`config.mk`:
```
export PLATFORM = sky130hd
export DESIGN_NAME = sync_fifo
export DESIGN_NICKNAME = d
export VERILOG_FILES = /design/src/rtl/sync_fifo.sv
export SDC_FILE = /design/constraint.sdc
export NUM_CORES = 1
export LEC_CHECK = 0
export ABC_AREA = 1
export CAP_MARGIN = 25
export CORE_MARGIN = 4
export CORE_UTILIZATION = 55
export CTS_CLUSTER_DIAMETER = 30
export DETAILED_ROUTE_END_ITERATION = 8
export HOLD_SLACK_MARGIN = 0.08
export PLACE_DENSITY = 0.86
export SLEW_MARGIN = 20
export SYNTH_ARGS = -nofsm -noshare
export SYNTH_HDL_FRONTEND = slang
export SYNTH_SLANG_ARGS = --single-unit
```
`constraint.sdc`:
```
create_clock -name clk -period 2.34 [get_ports clk]
set_input_delay 0.468 -clock clk [delete_from_list [all_inputs] [get_ports clk]]
set_output_delay 0.468 -clock clk [all_outputs]
set_load 0.01 [all_outputs]
```
`src/rtl/sync_fifo.sv`:
```
// Single-clock FIFO with occupancy count, programmable almost-full/almost-empty
// thresholds, FWFT or registered read port, synchronous flush and sticky error flags.
module sync_fifo #(
  parameter int DATA_WIDTH    = 8,
  parameter int FIFO_DEPTH    = 16,
  parameter int AFULL_THRESH  = FIFO_DEPTH - 4,
  parameter int AEMPTY_THRESH = 4,
  parameter int FWFT          = 1,
  localparam int ADDR_W       = $clog2(FIFO_DEPTH)
) (
  input  logic                  clk,
  input  logic                  rst_n,
  input  logic                  clear,
  input  logic                  wr_en,
  input  logic [DATA_WIDTH-1:0] data_in,
  input  logic                  rd_en,
  output logic [DATA_WIDTH-1:0] data_out,
  output logic                  full,
  output logic                  empty,
  output logic                  almost_full,
  output logic                  almost_empty,
  output logic [ADDR_W:0]       count,
  output logic                  overflow,
  output logic                  underflow
);

  localparam logic [ADDR_W:0]   DEPTH_C  = (ADDR_W + 1)'(FIFO_DEPTH);
  localparam logic [ADDR_W:0]   AFULL_C  = (ADDR_W + 1)'(AFULL_THRESH);
  localparam logic [ADDR_W:0]   AEMPTY_C = (ADDR_W + 1)'(AEMPTY_THRESH);
  localparam logic [ADDR_W:0]   CNT_ONE  = (ADDR_W + 1)'(1);
  localparam logic [ADDR_W-1:0] PTR_ONE  = ADDR_W'(1);

  logic [DATA_WIDTH-1:0] mem_q [FIFO_DEPTH];

  logic [ADDR_W-1:0] wr_ptr_q, wr_ptr_d;
  logic [ADDR_W-1:0] rd_ptr_q, rd_ptr_d;
  logic [ADDR_W:0]   count_q, count_d;
  logic              overflow_q, overflow_d;
  logic              underflow_q, underflow_d;

  logic wr_accept;
  logic rd_accept;

  // Flags are pure decodes of the registered count, so they never glitch on the enables.
  assign full         = (count_q == DEPTH_C);
  assign empty        = (count_q == '0);
  assign almost_full  = (count_q >= AFULL_C);
  assign almost_empty = (count_q <= AEMPTY_C);
  assign count        = count_q;
  assign overflow     = overflow_q;
  assign underflow    = underflow_q;

  // A flush masks both ports, so nothing is stored and no error is flagged that cycle.
  assign wr_accept = wr_en && !full  && !clear;
  assign rd_accept = rd_en && !empty && !clear;

  always_comb begin
    wr_ptr_d    = wr_ptr_q;
    rd_ptr_d    = rd_ptr_q;
    count_d     = count_q;
    overflow_d  = overflow_q;
    underflow_d = underflow_q;

    if (clear) begin
      wr_ptr_d    = '0;
      rd_ptr_d    = '0;
      count_d     = '0;
      overflow_d  = 1'b0;
      underflow_d = 1'b0;
    end else begin
      if (wr_accept) begin
        wr_ptr_d = wr_ptr_q + PTR_ONE;
      end
      if (rd_accept) begin
        rd_ptr_d = rd_ptr_q + PTR_ONE;
      end
      case ({wr_accept, rd_accept})
        2'b10:   count_d = count_q + CNT_ONE;
        2'b01:   count_d = count_q - CNT_ONE;
        default: count_d = count_q;
      endcase
      if (wr_en && full) begin
        overflow_d = 1'b1;
      end
      if (rd_en && empty) begin
        underflow_d = 1'b1;
      end
    end
  end

  always_ff @(posedge clk or negedge rst_n) begin
    if (!rst_n) begin
      wr_ptr_q    <= '0;
      rd_ptr_q    <= '0;
      count_q     <= '0;
      overflow_q  <= 1'b0;
      underflow_q <= 1'b0;
    end else begin
      wr_ptr_q    <= wr_ptr_d;
      rd_ptr_q    <= rd_ptr_d;
      count_q     <= count_d;
      overflow_q  <= overflow_d;
      underflow_q <= underflow_d;
    end
  end

  // Storage is deliberately left unreset so it can map onto plain RAM.
  always_ff @(posedge clk) begin
    if (wr_accept) begin
      mem_q[wr_ptr_q] <= data_in;
    end
  end

  if (FWFT != 0) begin : g_fwft
    assign data_out = empty ? '0 : mem_q[rd_ptr_q];
  end else begin : g_reg
    logic [DATA_WIDTH-1:0] rdata_q, rdata_d;

    always_comb begin
      rdata_d = rdata_q;
      if (clear) begin
        rdata_d = '0;
      end else if (rd_accept) begin
        rdata_d = mem_q[rd_ptr_q];
      end
    end

    always_ff @(posedge clk or negedge rst_n) begin
      if (!rst_n) begin
        rdata_q <= '0;
      end else begin
        rdata_q <= rdata_d;
      end
    end

    assign data_out = rdata_q;
  end

endmodule

```
==> run_1/final_placement.png <==
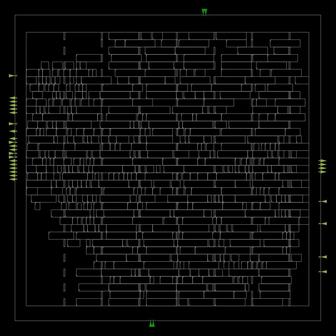
core occupancy in the finished layout: 76.58%
post-layout instance count excluding filler cells: 722
number of sequential cells in the layout: 143

==> run_1/met4.png <==
Bar = 20 microns.
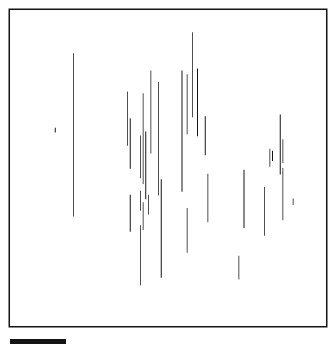
nets with wire on the layer: 28
main direction: vertical
longest straight run: 57.8 microns
wire length on this layer: 596 microns
share of all routed wire: 3.6%
detailed-route via count: 4,491
final wirelength: 16.61 mm

==> run_1/gate_families.png <==
Bar = 20 microns.
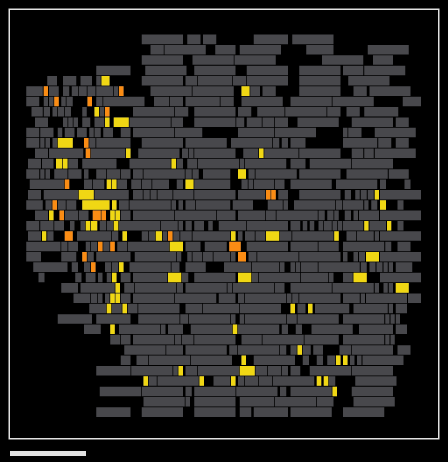
legend:
  orange:
    family: inverters
    cells: 22
  yellow:
    family: NOR gates
    cells: 63
fraction of standard cell area in multi-input logic: 24.05%
dominant logic cell type in the layout: edfxtp_1

==> run_1/cell_classes.png <==
Bar = 20 microns. Fill, decap, tap and diode cells in gray.
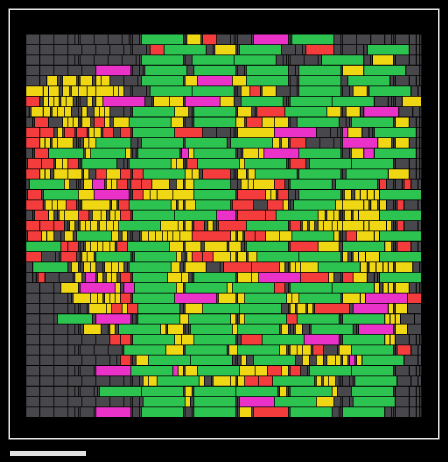
legend:
  green:
    class: flops
    cells: 143
    share_of_their_area: 54%
  yellow:
    class: all other logic
    cells: 318
    share_of_their_area: 26%
  red:
    class: other buffers and delay cells
    cells: 95
    share_of_their_area: 13%
  magenta:
    class: clock drivers and dummy loads
    cells: 30
    share_of_their_area: 7.8%
fraction of area in registers: 52.69%
number of placement rows: 37
post-route design area: 0.008013 sq mm
Std-Cell Core Area: 0.01046 sq mm

==> summary.log, run 1 <==
[final_timing] worst-case setup margin in the final layout -391.5 ps
[global_route] antenna violations before repair 0
[clock_tree] hold-fix buffer count after cts 0
[status] failing checks setup timing
[final_timing] unrepaired setup endpoints after global routing true
[status] run status finished, violations left
[final_layout] area of the multi-input gates 0.001927 sq mm
[flow_run] tool warnings 31
[final_timing] Hold Slack 391.7 ps
[global_route] overall fraction of global-route tracks in use 26.07%
[clock_tree] clock buffers created by TritonCTS 17
[final_layout] number of nets in the layout 595
[floorplanning] IO Count 32
[power_and_ir_drop] Flop+latch power 0.00298 W
[setup_path] Worst Reg-to-Reg Cells 16
[placement] estimated wirelength of the detail-placed design 9.052 mm
[global_route] met1 usage 32.76%
[floorplanning] Core Density at Floorplan 57.33%
[yosys] Mapped Cells 482
[yosys] share of synthesized cell area in and, or, nand and nor gates 12.47%
[power_and_ir_drop] Worst IR Drop VDD 1.082 mV
[final_timing] endpoints failing setup 8
[global_route] met3 track demand over resource 7.439%
[run 1: worst max-delay path by stage]
stage,slack [ps],endpoint,depth (start not counted)
2_1_floorplan,340,data_out[6],7
3_3_place_gp,-160,data_out[1],7
3_5_place_dp,-280,data_out[0],8
4_1_cts,-330,data_out[4],9
5_1_grt,-490,data_out[6],8
6_report,-390,data_out[4],8
[run 1: worst register-to-register path: stages (launching register included)]
cell and delay (ps):
dfrtp_1 410, nor2_4 160, buf_4 130, nand3_2 70, nand2_2 140, inv_4 80
nor2_8 160, nor2_1 70, nor2_2 120, ha_1 150, inv_1 50, nand2_2 80
nand3_2 80, nand2_1 70, nand2_1 40, nand3_1 70, nand2_1 50
[run 1: routing by layer]
metal,part of all wire (%),wire (microns)
met4,3.6,596
met5,0,0
met3,10,1732
met2,50,8366
met1,36,5912
==> run_1/metal_stack.png <==
Bar = 20 microns.
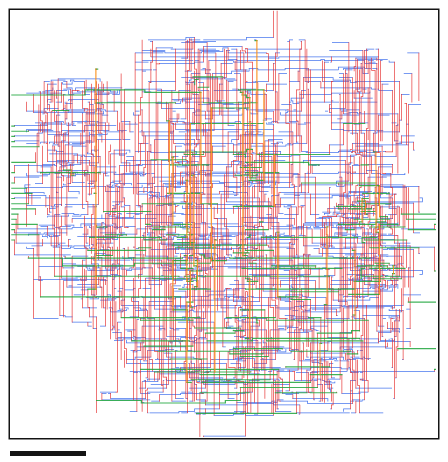

## Run 2: what changed since run 1
--- a/config.mk
+++ b/config.mk
@@ -8,12 +8,13 @@
 export ABC_AREA = 1
 export CAP_MARGIN = 25
 export CORE_MARGIN = 4
-export CORE_UTILIZATION = 55
+export CORE_UTILIZATION = 40
 export CTS_CLUSTER_DIAMETER = 30
 export DETAILED_ROUTE_END_ITERATION = 8
 export HOLD_SLACK_MARGIN = 0.08
-export PLACE_DENSITY = 0.86
+export PLACE_DENSITY = 0.69
 export SLEW_MARGIN = 20
 export SYNTH_ARGS = -nofsm -noshare
 export SYNTH_HDL_FRONTEND = slang
 export SYNTH_SLANG_ARGS = --single-unit
+export TNS_END_PERCENT = 30
==> run_2/metal_stack.png <==
Bar = 50 microns.
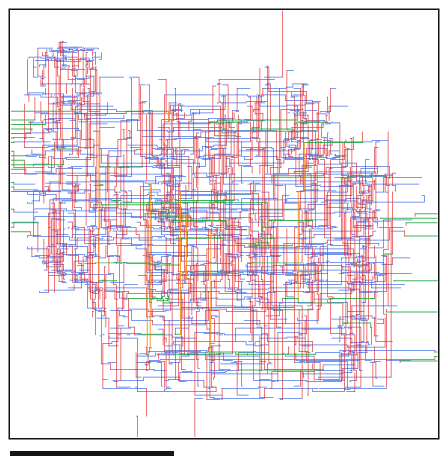
legend:
  red:
    layer: met2
    wire_length: 7,050 microns
  green:
    layer: met3
    wire_length: 979 microns
  blue:
    layer: met1
    wire_length: 6,400 microns
  orange:
    layer: met4
    wire_length: 321 microns
overall fraction of global-route tracks in use: 18.20%
Routed WL per cell: 19.18 microns
detailed-route via count: 4,229

==> run_2/final_placement.png <==
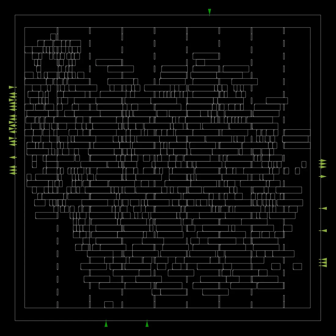
core occupancy in the finished layout: 53.67%
Taps Inserted: 184

==> summary.log, run 2 <==
[final_layout] fraction of layout cells with a size suffix above 1 27.86%
[placement] estimated wirelength of the detail-placed design 9.046 mm [about the same]
[final_timing] worst-case setup margin in the final layout -220.7 ps [+170.8 ps]
[yosys] Mapped Cells 482 [unchanged]
[power_and_ir_drop] Worst IR Drop VDD 0.7376 mV [-32%]
[yosys] Synth Seq Share 70.34%
[power_and_ir_drop] clock network fraction of design power 29.0%
[power_and_ir_drop] clock network power 0.00256 W
[power_and_ir_drop] Flop+latch power 0.00296 W [about the same]
[drt] met1 WL 6.396 mm [+8.2%]
[drt] WL met3 978 microns [-44%]
[final_layout] number of sequential cells in the layout 143 [unchanged]
[yosys] dominant cell by count in the synthesized netlist edfxtp_1
[clock_tree] setup fix buffers added after clock tree synthesis 11
[status] run status finished, violations left
[global_route] met3 track demand over resource 3.659% [-3.8 points]
[floorplanning] Std-Cell Core Area 0.01459 sq mm [+39%]
[final_timing] endpoints failing setup 9 [+1]
[setup_path] stages on the worst setup path 9 [+1]
[final_timing] Hold Slack 492.5 ps [+100.8 ps]
[status] failing checks setup timing
[floorplanning] IO Count 32 [unchanged]
[clock_tree] hold-fix buffer count after cts 0 [unchanged]
[final_timing] actual transition at the worst max-transition pin 753.0 ps
[final_timing] f_max 0.3905 GHz
[global_route] met1 usage 24.74% [-8.0 points]
[floorplanning] number of placement rows 44 [+19%]
[final_layout] Buffers excl. clock 92
[setup_path] Worst Reg-to-Reg Cells 15 [-1]
[final_timing] unrepaired setup endpoints after global routing true
[final_layout] fraction of area in registers 53.92% [+1.2 points]
[final_layout] dominant logic cell type in the layout edfxtp_1
[final_layout] number of nets in the layout 592 [-0.50%]
[setup_path] crit path to data_out[4]
[drt] Met2 Wirelength 7.051 mm [-16%]
[final_layout] post-layout instance count excluding filler cells 769 [+6.5%]
[clock_tree] clock buffers created by TritonCTS 17 [unchanged]
[clock_tree] H-tree levels 4
[global_route] antenna violations before repair 0 [unchanged]
[floorplanning] Core Density at Floorplan 41.11% [-16 points]
[flow_run] tool warnings 31 [unchanged]
[final_layout] post-route design area 0.007830 sq mm [-2.3%]
[final_layout] area of the multi-input gates 0.001794 sq mm [-6.9%]
[final_layout] fraction of standard cell area in multi-input logic 22.91% [-1.1 points]
==> run_2/met4.png <==
Bar = 50 microns.
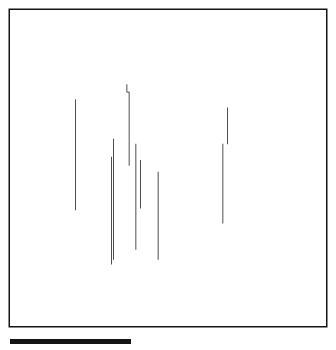
share of all routed wire: 2.2%
wire length on this layer: 321 microns
longest straight run: 49.6 microns
final wirelength: 14.75 mm

==> run 2: netlist changes by cell type in the layout (fill, tap and decap cells not counted), sizes merged <==
cell	change
inv	+6
buf	-3
clkbuf	-2
bufbuf	+1
dlygate4sd2	-1
clkdlybuf4s50	+1
clkinv	+1
bufinv	-4
==> run 2: cell families after synthesis <==
| group | Yosys count | synth area share [%] |
|---|---|---|
| adders and majority gates | 7 | 1.460 |
| DFF | 143 | 70.34 |
| AOI/OAI and AO/OA | 99 | 9.867 |
| muxes | 16 | 2.670 |
| xor gates and xnor gates | 2 | 0.2921 |
| and+or+nand+nor | 172 | 12.47 |
| buffers and inverters | 43 | 2.899 |
Power figures rest on the tool's default switching activity, not on a simulated workload.
